**src/rtl/booth_arb_defs.sv**
```systemverilog
// ---------------------------------------------------------------------------
// booth_arb_defs
// Shared definitions for the two-requester multiplier arbiter:
//   NUM_REQ        number of requesters sharing the multiplier
//   arb_state_t    arbiter FSM state encoding
//   idx_to_onehot  converts a requester index into a one-hot vector
// ---------------------------------------------------------------------------
package booth_arb_defs;

   localparam int NUM_REQ = 2;

   typedef enum logic [1:0] {
      ST_IDLE  = 2'd0,
      ST_START = 2'd1,
      ST_WAIT  = 2'd2,
      ST_RESP  = 2'd3
   } arb_state_t;

   function automatic logic [NUM_REQ-1:0] idx_to_onehot(input logic idx);
      return idx ? 2'b10 : 2'b01;
   endfunction

endpackage

```
**src/rtl/booth_mul_arbiter_rr_arb2.sv**
```systemverilog
// ---------------------------------------------------------------------------
// rr_arb2
// Two-way round-robin grant selection (purely combinational).
// Ports:
//   req  [1:0]  request vector
//   last        index of the requester granted most recently
//   gnt  [1:0]  one-hot grant, zero when nothing is requested
// ---------------------------------------------------------------------------
module rr_arb2 (
   input  logic [1:0] req,
   input  logic       last,
   output logic [1:0] gnt
);

   always_comb begin
      gnt = 2'b00;
      if (req == 2'b11) begin
         // Contention: the requester that did not win last time goes first.
         gnt = last ? 2'b01 : 2'b10;
      end else begin
         // Zero or one request pending: it is already one-hot (or zero).
         gnt = req;
      end
   end

endmodule

```
**src/rtl/booth_mul_arbiter.sv**
```systemverilog
// ---------------------------------------------------------------------------
// booth_mul_arbiter
// Shares one external multiplier between two requesters. A request is
// accepted in IDLE, its operands are registered onto mul_in1/mul_in2, a
// single mul_start pulse is issued, and the product (or zero on timeout) is
// returned to the owning requester with a valid/ready handshake.
// Ports:
//   clk, rst                 clock, asynchronous active-high reset
//   req_valid/req_ready[1:0] request handshake, req_ready one-hot or zero
//   req_a/req_b              packed operands, requester i at [i*BIT_LEN +: BIT_LEN]
//   rsp_valid/rsp_ready[1:0] response handshake, rsp_valid one-hot or zero
//   rsp_data                 signed product for the flagged requester
//   mul_in1/mul_in2          registered multiplier operands
//   mul_start                one-cycle multiplier start pulse
//   mul_out/mul_out_r        multiplier product and its ready flag
//   err_timeout              sticky: multiplier missed the TIMEOUT deadline
// ---------------------------------------------------------------------------
module booth_mul_arbiter
   import booth_arb_defs::*;
#(
   parameter int BIT_LEN = 4,
   parameter int TIMEOUT = 15
) (
   input  logic                         clk,
   input  logic                         rst,
   input  logic [NUM_REQ-1:0]           req_valid,
   output logic [NUM_REQ-1:0]           req_ready,
   input  logic [NUM_REQ*BIT_LEN-1:0]   req_a,
   input  logic [NUM_REQ*BIT_LEN-1:0]   req_b,
   output logic [NUM_REQ-1:0]           rsp_valid,
   input  logic [NUM_REQ-1:0]           rsp_ready,
   output logic [2*BIT_LEN-1:0]         rsp_data,
   output logic [BIT_LEN-1:0]           mul_in1,
   output logic [BIT_LEN-1:0]           mul_in2,
   output logic                         mul_start,
   input  logic [2*BIT_LEN-1:0]         mul_out,
   input  logic                         mul_out_r,
   output logic                         err_timeout
);

   localparam int CNT_W = $clog2(TIMEOUT + 1);

   arb_state_t             state_q, state_d;
   logic                   gnt_q, gnt_d;       // index of requester being served
   logic                   last_q, last_d;     // index of last completed grant
   logic [CNT_W-1:0]       cnt_q, cnt_d;
   logic [CNT_W-1:0]       cnt_inc;
   logic [BIT_LEN-1:0]     mul_in1_q, mul_in1_d;
   logic [BIT_LEN-1:0]     mul_in2_q, mul_in2_d;
   logic [2*BIT_LEN-1:0]   rsp_data_q, rsp_data_d;
   logic                   err_q, err_d;
   logic [NUM_REQ-1:0]     arb_gnt;

   // Per-requester operand views of the packed input buses.
   logic [BIT_LEN-1:0]     a_slice [NUM_REQ];
   logic [BIT_LEN-1:0]     b_slice [NUM_REQ];

   for (genvar gi = 0; gi < NUM_REQ; gi++) begin : g_unpack
      assign a_slice[gi] = req_a[gi*BIT_LEN +: BIT_LEN];
      assign b_slice[gi] = req_b[gi*BIT_LEN +: BIT_LEN];
   end

   rr_arb2 u_rr_arb2 (
      .req  (req_valid),
      .last (last_q),
      .gnt  (arb_gnt)
   );

   always_comb begin
      state_d    = state_q;
      gnt_d      = gnt_q;
      last_d     = last_q;
      cnt_d      = cnt_q;
      mul_in1_d  = mul_in1_q;
      mul_in2_d  = mul_in2_q;
      rsp_data_d = rsp_data_q;
      err_d      = err_q;
      cnt_inc    = cnt_q + CNT_W'(1);
      req_ready  = '0;
      rsp_valid  = '0;
      mul_start  = 1'b0;

      case (state_q)
         ST_IDLE: begin
            req_ready = arb_gnt;
            if (|(req_valid & arb_gnt)) begin
               gnt_d     = arb_gnt[1];
               mul_in1_d = a_slice[arb_gnt[1]];
               mul_in2_d = b_slice[arb_gnt[1]];
               state_d   = ST_START;
            end
         end
         ST_START: begin
            mul_start = 1'b1;
            cnt_d     = '0;
            state_d   = ST_WAIT;
         end
         ST_WAIT: begin
            cnt_d = cnt_inc;
            // A result arriving on the deadline cycle still wins over timeout.
            if (mul_out_r) begin
               rsp_data_d = mul_out;
               state_d    = ST_RESP;
            end else if (cnt_inc == CNT_W'(TIMEOUT)) begin
               err_d      = 1'b1;
               rsp_data_d = '0;
               state_d    = ST_RESP;
            end
         end
         ST_RESP: begin
            rsp_valid = idx_to_onehot(gnt_q);
            if (rsp_ready[gnt_q]) begin
               last_d  = gnt_q;
               state_d = ST_IDLE;
            end
         end
         default: state_d = ST_IDLE;
      endcase
   end

   always_ff @(posedge clk or posedge rst) begin
      if (rst) begin
         state_q    <= ST_IDLE;
         gnt_q      <= 1'b0;
         last_q     <= 1'b1;   // requester 0 wins the first contention
         cnt_q      <= '0;
         mul_in1_q  <= '0;
         mul_in2_q  <= '0;
         rsp_data_q <= '0;
         err_q      <= 1'b0;
      end else begin
         state_q    <= state_d;
         gnt_q      <= gnt_d;
         last_q     <= last_d;
         cnt_q      <= cnt_d;
         mul_in1_q  <= mul_in1_d;
         mul_in2_q  <= mul_in2_d;
         rsp_data_q <= rsp_data_d;
         err_q      <= err_d;
      end
   end

   assign mul_in1     = mul_in1_q;
   assign mul_in2     = mul_in2_q;
   assign rsp_data    = rsp_data_q;
   assign err_timeout = err_q;

endmodule

```
**config.mk**
```make
export PLATFORM = sky130hd
export DESIGN_NAME = booth_mul_arbiter
export DESIGN_NICKNAME = d
export VERILOG_FILES = /design/src/rtl/booth_arb_defs.sv /design/src/rtl/booth_mul_arbiter_rr_arb2.sv /design/src/rtl/booth_mul_arbiter.sv
export SDC_FILE = /design/constraint.sdc
export NUM_CORES = 1
export LEC_CHECK = 0
export CAP_MARGIN = 20
export CORE_MARGIN = 2
export CORE_UTILIZATION = 35
export DETAILED_ROUTE_END_ITERATION = 6
export HOLD_SLACK_MARGIN = 0.15
export PLACE_DENSITY = 0.67
export SYNTH_ARGS = -nofsm -noshare
export SYNTH_HDL_FRONTEND = slang
export SYNTH_SLANG_ARGS = --single-unit
```
**constraint.sdc**
```tcl
create_clock -name clk -period 4.45 [get_ports clk]
set_input_delay 0.89 -clock clk [delete_from_list [all_inputs] [get_ports clk]]
set_output_delay 0.89 -clock clk [all_outputs]
set_load 0.05 [all_outputs]
```
Fig. 1: the clock network
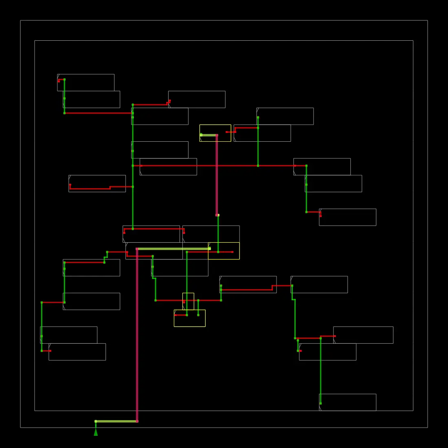
number of clock buffers in the layout: 3
worst clock skew: 4.665 ps
Num Clock Sinks: 25
source-to-sink clock delay at the later pin of the worst-skew pair: 270 ps
flip-flops: 25

Fig. 2: zoomed window
Region (34, 1) to (64, 31) um. Cells in grey, sequential cells in the stronger grey; small squares are vias.
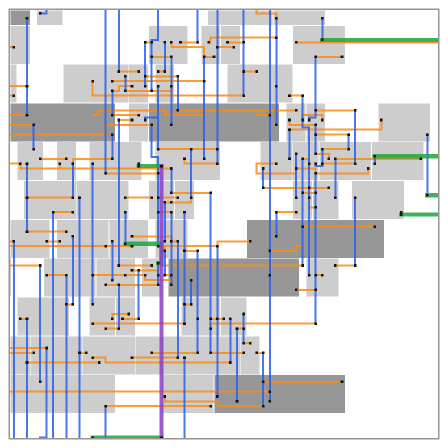
colour	layer
purple	met4
blue	met2
orange	met1
green	met3
sequential cells in the window	5
cells with their middle in the window	51
most frequent	clkdlybuf4s50_1 (12), nand2_1 (7), dfrtp_1 (4)

==> results.txt <==
The implementation run finished. Sorting the synthesis cell report by count puts at the top sky130_fd_sc_hd__nand2_1. In this run the critical register-to-register path is launched from cnt_q[1]$_DFFE_PP0P_. Post-synth tally of flip-flops with integrated enable landed at 0. Met2 track utilization from global routing landed at 29.29%.

Per the timing report, the most critical flop-to-flop path finishes at rsp_data[7]$_DFFE_PP0P_. Global routing consumed, on the met1 layer, between 10% and 20% of the routing resources. Cell area after placement landed at about 1900 um^2. Of all cell types, the one taking the most synthesized area is sky130_fd_sc_hd__dfrtp_1. In the final layout, flip-flops and latches take up between 30% and 40% of the cell area. Synthesized instance count landed at 142. The number of nets handed over by synthesis was around 180. Per STA, the worst path accumulates the most delay in the family buffers and inverters. Number of vias in the routed layout landed at 1,239.

Number of endpoints with negative hold slack in the final report landed at 0. Fraction of the core area occupied by cells at floorplan landed at 36.53%. Sequential fraction of design power landed at between 20% and 30%. After layout the clock buffers and inverters come to 2.323% of cell area.

The tree is rooted in a sky130_fd_sc_hd__clkbuf_8. Maximum fanout count along the critical path landed at 4. Number of endpoints failing setup at the final stage landed at 0. Async set-reset flop share out of synthesis landed at 100.0%. The cell area that synthesis handed to floorplanning was ~1300 um^2. Post-route antenna net violation count landed at 0. TritonCTS built the clock tree.

Per STA, the highest per-stage delay on the worst path measures about 840 ps. The number of antenna diodes in the final layout is 0. Synthesis inferred 25 register bits. For the worst setup path, the data required time is between 3000 and 4000 ps. Leaving out buffers and inverters, the combinational logic in the layout accounts for between 600 and 700 um^2.

Area fraction in mux cells landed at between 8 and 9%. The finished layout reports a core utilization of ~54%. According to the timing report, the critical path is captured at req_ready[0].

Looking at the worst setup and hold paths, the clock pins of their registers show a slew of approximately 80 ps. Number of stages on the worst setup path landed at 4. By instance count, the cell type seen most on the critical path is sky130_fd_sc_hd__clkdlybuf4s50_1. Per the TritonCTS log, the buffer count is 3. STA reports a reg2reg setup slack of about 2500 ps. IR analysis of the VDD net gives a maximum drop of about 0.27 mV. For this run, the number of Yosys warnings is 0. Largest net degree at the start of global routing landed at 26. After Yosys synthesis, and, or, nand and nor cells account for between 15 and 20% of the synthesized area.

The final max-slew violation count recorded for this run is 0. Chip width landed at 65.82 um. Yosys shows that the main logic family after synthesis is simple AND/OR/NAND/NOR gates. The global routing stage identified its most utilized layer as met2.

STA classifies the critical path endpoint as an output port. In the final layout, multi-input gates take up 31.64% of the cell area. For met3 alone, demand over resource in global routing was under 10%. According to the report, the first pass of detailed routing completed in 5 iterations. CTS built an H-tree with a depth of 1.

The synthesized netlist was found by Yosys to have between 100 and 150 cells. Clock period minus worst slack landed at between 3000 and 4000 ps. Worst endpoint data arrival time landed at between 2000 and 2500 ps. The most common logic cell in the final layout is sky130_fd_sc_hd__clkdlybuf4s50_1. Global placement routability congestion landed at 0.7301. Number of standard-cell rows in the floorplan landed at 22.

In this run the tool buffered the top-level ports with ~52 buffer cells. For this design, the slowest cell found on the critical path is sky130_fd_sc_hd__clkdlybuf4s50_1. After routing, the total negative slack on setup checks comes to 0 ps.

Via count of the first global-routing pass landed at between 1,000 and 1,500. Summing all non-filler instances in the final layout gives an area of between 1500 and 2000 um^2. In the post-synthesis netlist, the biggest area contributors are sky130_fd_sc_hd__dfrtp_1, sky130_fd_sc_hd__mux2i_1, sky130_fd_sc_hd__nand2_1. According to the timing report, the critical path is launched from req_valid[0].

The initial antenna violation count was 0. Looking at the max-slew report, the worst-margin pin has a slew of 907.0 ps. Area share of and-or/or-and cells after synthesis landed at ~16%.

In this run the most critical hold path is launched from mul_in2[3]$_DFFE_PP0P_. Wire length on met3 landed at between 100 and 150 um. The report lists the number of cells resized after CTS as 0.

For this design the ratio of total power to cell area is approximately 680 nW/um^2. The most critical min-delay path falls under flip-flop to flip-flop. The flow ran to the end, and the final reports show no timing, DRC or antenna violations. Count of cells along the worst register-to-register path landed at 6.
-- stage by stage --
stage / total power [uW] / std cells / worst slack (ps)
after floorplan: 954.2 / 142 / 1817
after global placement: 1202 / 239 / 1176
after detailed placement: 1224 / 239 / 1137
after CTS: 1362 / 243 / 1139
after global routing: 1446 / 244 / 1056
final: 1351 / 244 / 1111
-- registers in the layout, indices dropped and copies added (netlist names) --
| signal | cells |
|---|---|
| rsp_data | 8 |
| cnt_q | 4 |
| mul_in1 | 4 |
| mul_in2 | 4 |
| state_q | 2 |
| err_timeout | 1 |
| gnt_q | 1 |
| last_q | 1 |
Power figures rest on the tool's default switching activity, not on a simulated workload.
